$ cat config.mk
export PLATFORM = sky130hd
export DESIGN_NAME = buffer_seq_165_flat
export DESIGN_NICKNAME = d
export VERILOG_FILES = /design/src/rtl/buffer_seq_165_if.sv /design/src/rtl/buffer_seq_165.sv /design/src/flat_wrapper.sv
export SDC_FILE = /design/constraint.sdc
export NUM_CORES = 1
export LEC_CHECK = 0
export CORE_AREA = 2 2 53 55
export DETAILED_ROUTE_END_ITERATION = 10
export DIE_AREA = 0 0 55 57
export GPL_ROUTABILITY_DRIVEN = 0
export PLACE_DENSITY = 0.76
export SLEW_MARGIN = 20
export SYNTH_ARGS = -nofsm -noshare
export SYNTH_HDL_FRONTEND = slang
export SYNTH_SLANG_ARGS = --single-unit
$ cat constraint.sdc
create_clock -name clk -period 2.1 [get_ports clk]
set_input_delay 0.63 -clock clk [delete_from_list [all_inputs] [get_ports clk]]
set_output_delay 0.63 -clock clk [all_outputs]
set_load 0.01 [all_outputs]
$ cat src/rtl/buffer_seq_165_if.sv
// buffer_seq_165_if: producer stream, sample-buffer port and filter tap stream of the sequencer.
// BUF_SEQ_BLKCNT_EN adds the blk_count signal.
interface buffer_seq_165_if;
  logic       in_valid;
  logic       in_ready;
  logic [7:0] in_data;
  logic [3:0] buf_addr_sel;
  logic [7:0] buf_data_in;
  logic       buf_write_en;
  logic       buf_read_en;
  logic [7:0] buf_data_out;
  logic       tap_ready;
  logic       tap_valid;
  logic [7:0] tap_data;
  logic       tap_first;
  logic       tap_last;
  logic [1:0] tap_win;
`ifdef BUF_SEQ_BLKCNT_EN
  logic [7:0] blk_count;
  modport master (input in_valid, in_data, buf_data_out, tap_ready,
                  output in_ready, buf_addr_sel, buf_data_in, buf_write_en, buf_read_en,
                  tap_valid, tap_data, tap_first, tap_last, tap_win, blk_count);
  modport slave (output in_valid, in_data, buf_data_out, tap_ready,
                 input in_ready, buf_addr_sel, buf_data_in, buf_write_en, buf_read_en,
                 tap_valid, tap_data, tap_first, tap_last, tap_win, blk_count);
`else
  modport master (input in_valid, in_data, buf_data_out, tap_ready,
                  output in_ready, buf_addr_sel, buf_data_in, buf_write_en, buf_read_en,
                  tap_valid, tap_data, tap_first, tap_last, tap_win);
  modport slave (output in_valid, in_data, buf_data_out, tap_ready,
                 input in_ready, buf_addr_sel, buf_data_in, buf_write_en, buf_read_en,
                 tap_valid, tap_data, tap_first, tap_last, tap_win);
`endif
endinterface

$ cat src/rtl/buffer_seq_165.sv
// buffer_seq_165: fills the 9-entry sample buffer, then reads it back as N_OUT overlapping windows.
// Optional BUF_SEQ_BLKCNT_EN adds a wrapping count of completed blocks.
module buffer_seq_165 #(
  parameter int N_OUT = 4,
  parameter int TAPS  = 6
) (
  input  logic              clk,
  input  logic              rst_async_n,
  buffer_seq_165_if.master  bus
);
  localparam int DEPTH = N_OUT + TAPS - 1;
  localparam logic [1:0] S_IDLE = 2'd0, S_FILL = 2'd1, S_READ = 2'd2;
  logic [1:0] r_state;
  logic [3:0] r_fill_cnt;
  logic [1:0] r_win;
  logic [2:0] r_tap;
  logic       r_tap_valid, r_tap_first, r_tap_last;
  logic [1:0] r_tap_win;
  logic       w_wr, w_rd, w_tap_end, w_fill_end, w_blk_end;
  always_comb begin
    w_wr       = r_state == S_FILL && bus.in_valid;
    w_rd       = r_state == S_READ && bus.tap_ready;
    w_tap_end  = r_tap == 3'(TAPS - 1);
    w_fill_end = r_fill_cnt == 4'(DEPTH - 1);
    w_blk_end  = w_rd && w_tap_end && r_win == 2'(N_OUT - 1);
  end
  assign bus.in_ready     = r_state == S_FILL;
  assign bus.buf_write_en = w_wr;
  assign bus.buf_read_en  = w_rd;
  assign bus.buf_addr_sel = w_wr ? r_fill_cnt : w_rd ? 4'(r_win) + 4'(r_tap) : '0;
  assign bus.buf_data_in  = w_wr ? bus.in_data : '0;
  assign bus.tap_data     = bus.buf_data_out;
  assign bus.tap_valid    = r_tap_valid;
  assign bus.tap_first    = r_tap_first;
  assign bus.tap_last     = r_tap_last;
  assign bus.tap_win      = r_tap_win;
  // Tap framing is registered to line up with the buffer's one-cycle read latency.
  always_ff @(posedge clk or negedge rst_async_n) begin
    if (!rst_async_n) begin
      r_state     <= S_IDLE;
      r_fill_cnt  <= '0;
      r_win       <= '0;
      r_tap       <= '0;
      r_tap_valid <= 1'b0;
      r_tap_first <= 1'b0;
      r_tap_last  <= 1'b0;
      r_tap_win   <= '0;
    end else begin
      if (r_state == S_IDLE) r_state <= S_FILL;
      if (w_wr) begin
        r_fill_cnt <= w_fill_end ? '0 : r_fill_cnt + 4'd1;
        if (w_fill_end) r_state <= S_READ;
      end
      if (w_rd) begin
        r_tap <= w_tap_end ? '0 : r_tap + 3'd1;
        if (w_tap_end) r_win <= w_blk_end ? '0 : r_win + 2'd1;
        if (w_blk_end) r_state <= S_FILL;
        r_tap_win <= r_win;
      end
      r_tap_valid <= w_rd;
      r_tap_first <= w_rd && r_tap == 3'd0;
      r_tap_last  <= w_rd && w_tap_end;
    end
  end
`ifdef BUF_SEQ_BLKCNT_EN
  logic [7:0] r_blk_count;
  assign bus.blk_count = r_blk_count;
  always_ff @(posedge clk or negedge rst_async_n) begin
    if (!rst_async_n) r_blk_count <= '0;
    else if (w_blk_end) r_blk_count <= r_blk_count + 8'd1;
  end
`endif
endmodule

$ cat src/flat_wrapper.sv
// flat-port wrapper written by rule: the top's interface ports become plain ports
module buffer_seq_165_flat 
#(
  parameter int N_OUT = 4,
  parameter int TAPS  = 6
)
  (clk, rst_async_n, bus_in_valid, bus_in_data, bus_buf_data_out, bus_tap_ready, bus_in_ready, bus_buf_addr_sel, bus_buf_data_in, bus_buf_write_en, bus_buf_read_en, bus_tap_valid, bus_tap_data, bus_tap_first, bus_tap_last, bus_tap_win);
  buffer_seq_165_if bus_i ();
  input  logic clk;
  input  logic rst_async_n;
  input wire logic [$bits(bus_i.in_valid)-1:0] bus_in_valid;
  input wire logic [$bits(bus_i.in_data)-1:0] bus_in_data;
  input wire logic [$bits(bus_i.buf_data_out)-1:0] bus_buf_data_out;
  input wire logic [$bits(bus_i.tap_ready)-1:0] bus_tap_ready;
  output wire logic [$bits(bus_i.in_ready)-1:0] bus_in_ready;
  output wire logic [$bits(bus_i.buf_addr_sel)-1:0] bus_buf_addr_sel;
  output wire logic [$bits(bus_i.buf_data_in)-1:0] bus_buf_data_in;
  output wire logic [$bits(bus_i.buf_write_en)-1:0] bus_buf_write_en;
  output wire logic [$bits(bus_i.buf_read_en)-1:0] bus_buf_read_en;
  output wire logic [$bits(bus_i.tap_valid)-1:0] bus_tap_valid;
  output wire logic [$bits(bus_i.tap_data)-1:0] bus_tap_data;
  output wire logic [$bits(bus_i.tap_first)-1:0] bus_tap_first;
  output wire logic [$bits(bus_i.tap_last)-1:0] bus_tap_last;
  output wire logic [$bits(bus_i.tap_win)-1:0] bus_tap_win;
  assign bus_i.in_valid = bus_in_valid;
  assign bus_i.in_data = bus_in_data;
  assign bus_i.buf_data_out = bus_buf_data_out;
  assign bus_i.tap_ready = bus_tap_ready;
  assign bus_in_ready = bus_i.in_ready;
  assign bus_buf_addr_sel = bus_i.buf_addr_sel;
  assign bus_buf_data_in = bus_i.buf_data_in;
  assign bus_buf_write_en = bus_i.buf_write_en;
  assign bus_buf_read_en = bus_i.buf_read_en;
  assign bus_tap_valid = bus_i.tap_valid;
  assign bus_tap_data = bus_i.tap_data;
  assign bus_tap_first = bus_i.tap_first;
  assign bus_tap_last = bus_i.tap_last;
  assign bus_tap_win = bus_i.tap_win;
  buffer_seq_165 #(.N_OUT(N_OUT), .TAPS(TAPS)) u_core (.clk(clk), .rst_async_n(rst_async_n), .bus(bus_i));
endmodule
Figure 1. The metal 2 layer (run 1).
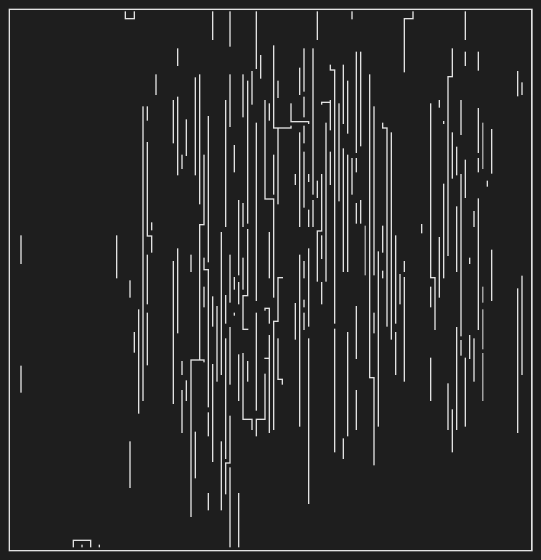
The layer carries 1260 µm of wire. The wires run mostly vertical. The longest straight run is 32.0 µm.

Figure 2. The metal 1 layer (run 1).
Supply wires on this layer in grey.
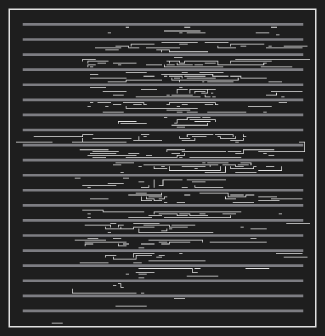
The wires run mostly horizontal. The layer holds 40% of the routed length. 131 nets have wire on it. The longest straight run is 15.6 µm.
grt met1 use: 19.0%
DR vias: 834
wire length after detailed routing: 2.42 mm

==> run notes, run 1 <==
Physical implementation status

The run finished, with violations left. The final reports fail on negative setup slack. The number of warnings the tools reported stands at 29. The minimum setup slack among reg-to-reg paths stands at around 0.55 ns. The overflow left after global routing stands at 0. The initial core utilization stands at 36.5%. The synth_stat.txt file lists the number of cells as 91.

Per the timing report, the biggest fanout along the worst path comes to 2. The remaining routing DRC violations stands at 0. The clock transition at the register clock pins on the worst setup and hold paths after CTS stands at roughly 0.09 ns. The number of DRC violations after detailed-routing iteration 0 stands at 12. The first global-routing pass estimated roughly 3.8 mm of wire. The worst setup path is of the reg2out kind. The buffer depth of the longest clock path stands at 2. The worst setup path is captured at a primary output. In the post-route analysis, the smallest setup slack over all paths is -0.170 ns. The quantity of gates resized following cts stands at between 50 and 60.

In this run switching power makes up between 30% and 40% of total power. The post-route antenna net violation count stands at 0. The final-report setup violation count stands at 3. For reference, the critical path is captured by bus_buf_addr_sel[1].
Figure 3. Clock routing (run 1).
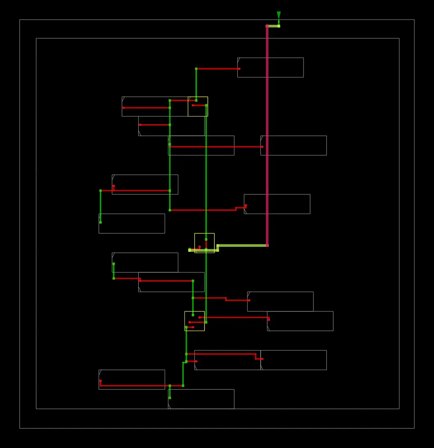
cts bufs inserted: 3
number of sequential storage elements: 16
power consumed by the clock network: 164 µW
TritonCTS sink count: 16
Layout clock buffers: 3

Figure 4. Signal metal coverage by tile (run 1).
Bar = 20 µm. The die is cut into 11 by 11 equal tiles; dark purple is low, yellow is high, scaled to the fullest tile. Values are wire area over tile area, all layers added.
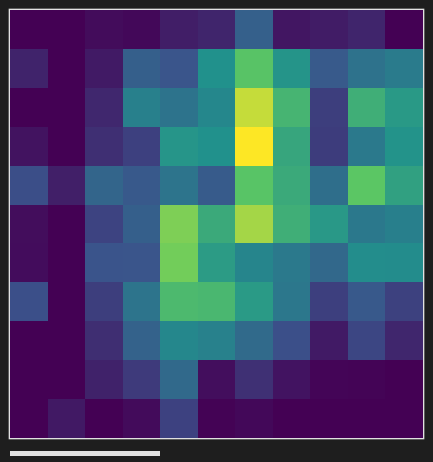
The mean over all tiles is 0.12. 20% of the tiles are nearly empty. The densest ninth of the die: middle. The fullest tile reaches 0.45.
overall global routing resource usage: 16.9%
detail-routed net length per standard cell: 14.3 µm

==> run 1: layout make-up <==
type	instances	area, µm²	share of cell area [%]
multi-input combinational	63	498	36.0
timing repair buffer	53	413	29.8
sequential	16	400	28.9
tap	31	38.8	2.80
clock buffer	3	22.5	1.63
inverter	3	11.3	0.814
==> run 1: state kept, by name, summed over array words and instances, names as in the netlist <==
| register | flops |
|---|---|
| u_core.bus.tap_valid | 1 |
| u_core.r_state | 2 |
| u_core.bus.tap_last | 1 |
| u_core.r_tap | 3 |
| u_core.r_fill_cnt | 4 |
| u_core.bus.tap_win | 2 |
| u_core.r_win | 2 |
| u_core.bus.tap_first | 1 |
==> run 1: how the worst min path moves through the flow <==
stage	cells past startpoint	end	slack [ns]
3_5_place_dp	2	u_core.bus.tap_win[0]$_DFFE_PN0P_	0.47
3_3_place_gp	2	u_core.bus.tap_win[1]$_DFFE_PN0P_	0.47
2_1_floorplan	0	u_core.bus.tap_first$_DFF_PN0_	0.33
4_1_cts	2	u_core.bus.tap_win[0]$_DFFE_PN0P_	0.49
6_report	2	u_core.bus.tap_win[0]$_DFFE_PN0P_	0.49
5_1_grt	2	u_core.bus.tap_win[1]$_DFFE_PN0P_	0.53
==> run 1: cells in the final DEF, fill, tap and decap left out, drive strengths merged, types with 5 or more instances in the layout <==
| cell | netlist | routed |
|---|---|---|
| buf | 11 | 28 |
| o21ai | 5 | 5 |
| ha | 5 | 5 |
| and2 | 8 | 8 |
| nand2 | 13 | 13 |
| clkdlybuf4s50 | 0 | 14 |
| clkbuf | 0 | 10 |
| dfrtp | 16 | 16 |
==> run 1: layer usage <==
| metal | routed length (µm) | global-route usage [%] |
|---|---|---|
| met5 | 0 | 0 |
| met4 | 37 | 9.41 |
| met3 | 165 | 1.83 |
| met2 | 1250 | 29.9 |
| met1 | 961 | 19.0 |
==> run 2: changes to the inputs <==
- SLEW_MARGIN: 20 -> not set
==> run 2 against run 1 <==
The flow still finishes with violations (negative setup slack). Clock skew unchanged. Synthesized area stayed put. Power unchanged. Critical path type unchanged. Critical endpoint unchanged.
==> run notes, run 2 <==
Physical implementation status

The routing usage on met2 stands at 29.9% (unchanged). The flip-flop count of the largest register after layout stands at 4 (unchanged). The largest fanout on the critical path stands at 2 (unchanged). The final setup slack of the worst path stands at -0.170 ns (unchanged). The met3 capacity usage during global routing stands at 1.83% (unchanged). The post-route antenna net violation count was 0 (unchanged).

The routed length per instance is 14.3 µm (unchanged). Sequential power for this build is 470 µW. The run finished, with violations left. The main area contributors are dfrtp_1 42%, ha_1 6.6%, buf_4 6.3%. The transition time recorded at the tightest slew-check pin is ~0.31 ns. The top cell type in the final layout, fill and taps aside, is buf_4. The number of DRC violations after detailed-routing iteration 0 stands at 12 (unchanged). The clock group total power stands at 164 µW (about the same).

The buffer depth of the longest clock path is 2 (unchanged). The initial core utilization was 36.5% (unchanged). The number of warnings the tools reported stands at 29 (unchanged). After technology mapping, the gate count stands at around 91.

The number of buffers added by the clock tree synthesis step came to 3 (unchanged). Global route summary, busiest routing layer listed as met2. The routed wire length stands at 2.42 mm (unchanged). The final-report setup violation count stands at 3 (unchanged). The switching power as a share of total power stands at 37.3% (unchanged).

The clock share of power stands at approximately 13%. The post-cts hold buffer count stands at 0. The first-pass GRT wire length stands at 3.78 mm (unchanged).

The final reports fail on negative setup slack. The cell count of the worst hold path came to 2 (unchanged). More flip-flops sit in one register than any other, and that register is u_core.r_fill_cnt. After synthesis, the share of cell area in mux cells is roughly 4.6%. The remaining routing DRC violations is 0 (unchanged).

By startpoint and endpoint, the worst setup path is classified as reg2out. The floorplan step defined a core boundary enclosing 0.00262 mm². The number of sinks driven by the clock tree stands at 16 (unchanged). The clock transition at the register clock pins on the worst setup and hold paths after CTS came to 0.09 ns (about the same). The largest registers in the layout are u_core.r_fill_cnt (4), u_core.r_tap (3). The via count is 834 (unchanged). Pin placement for this block handled approximately 48 I/O pins.

The worst setup path is launched from a flip-flop. The overflow left after global routing was 0 (unchanged). The overall fraction of global-route tracks in use stands at 16.9% (unchanged). The worst setup path is captured at a primary output. The post-synthesis cell count from yosys came to 91 (unchanged).
[run 2: area by class of cell]
type	instances	area (µm²)
clock buffers	3	22.5
fillers	248	1230
inverters	3	11.3
multi-input cells	63	498
flip-flops and latches	16	400
well taps	31	38.8
repair buffers	53	413
[run 2: repair_timing]
action | 4_1_cts | 5_1_grt
gates resized | 52 | 9
endpoints found under the setup margin | 15 | 12
cloned | 2 | 0
buffers inserted | 6 | 1
pin swaps | 5 | 0
[run 2: routing by layer]
layer	wire [µm]	vias to the layer above
met5	0	-
met4	37	0
met3	165	4
met2	1250	35
met1	961	392
li1	-	403
[run 2: stage by stage]
step | hold WS (ns) | util (%) | area, µm²
floorplan | 0.334 | - | 955
global placement | 0.467 | 50.9 | 1330
detailed placement | 0.471 | 50.9 | 1330
CTS | 0.492 | 54.4 | 1420
global route | 0.527 | 52.9 | 1380
finish | 0.486 | 52.9 | 1380
[run 2: worst paths after layout]
path,start,slack [ns],to
max in group asynchronous,rst_async_n,1.26,u_core.r_tap[0]$_DFFE_PN0P_
worst min register to register,u_core.bus.tap_win[0]$_DFFE_PN0P_,0.49,u_core.bus.tap_win[0]$_DFFE_PN0P_
worst max-delay path,u_core.r_win[0]$_DFFE_PN0P_,-0.17,bus_buf_addr_sel[1]
min in group asynchronous,rst_async_n,0.66,u_core.r_fill_cnt[0]$_DFFE_PN0N_
worst max register to register,u_core.r_state[1]$_DFF_PN0_,0.55,u_core.r_fill_cnt[3]$_DFFE_PN0N_
worst min-delay path,u_core.bus.tap_win[0]$_DFFE_PN0P_,0.49,u_core.bus.tap_win[0]$_DFFE_PN0P_
[run 2: worst min-delay path, cell delays in order (launching register included)]
cell,delay (ns)
dfrtp_1,0.35
nand2_1,0.05
nand2_1,0.06
Figure 5. Signal metal coverage by tile (run 2).
Bar = 20 µm. The die is cut into 11 by 11 equal tiles; dark purple is low, yellow is high, scaled to the fullest tile. Values are wire area over tile area, all layers added.
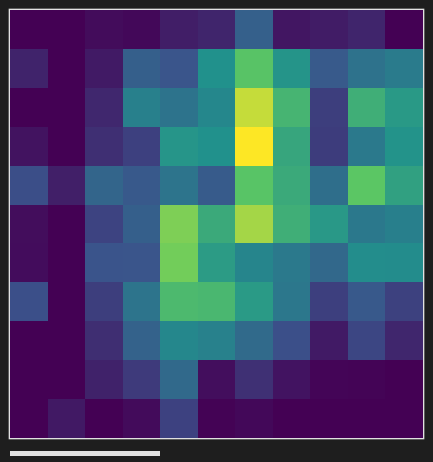
The mean over all tiles is 0.12. 20% of the tiles are nearly empty. 21% of the tiles are over half the peak. The densest ninth of the die: middle.

Figure 6. Clock routing (run 2).
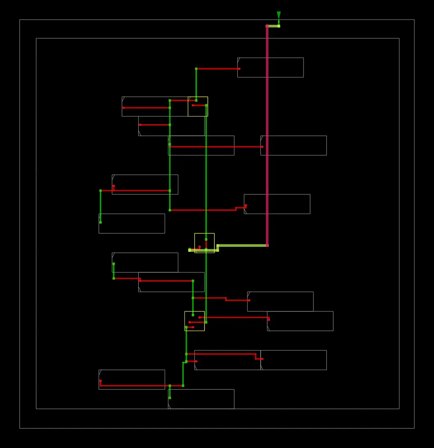
worst clock skew on the final layout: 0.00168 ns
insertion delay of the later-clocked pin in the worst-skew pair: 0.28 ns

Power is estimated from default activity; no workload was simulated.
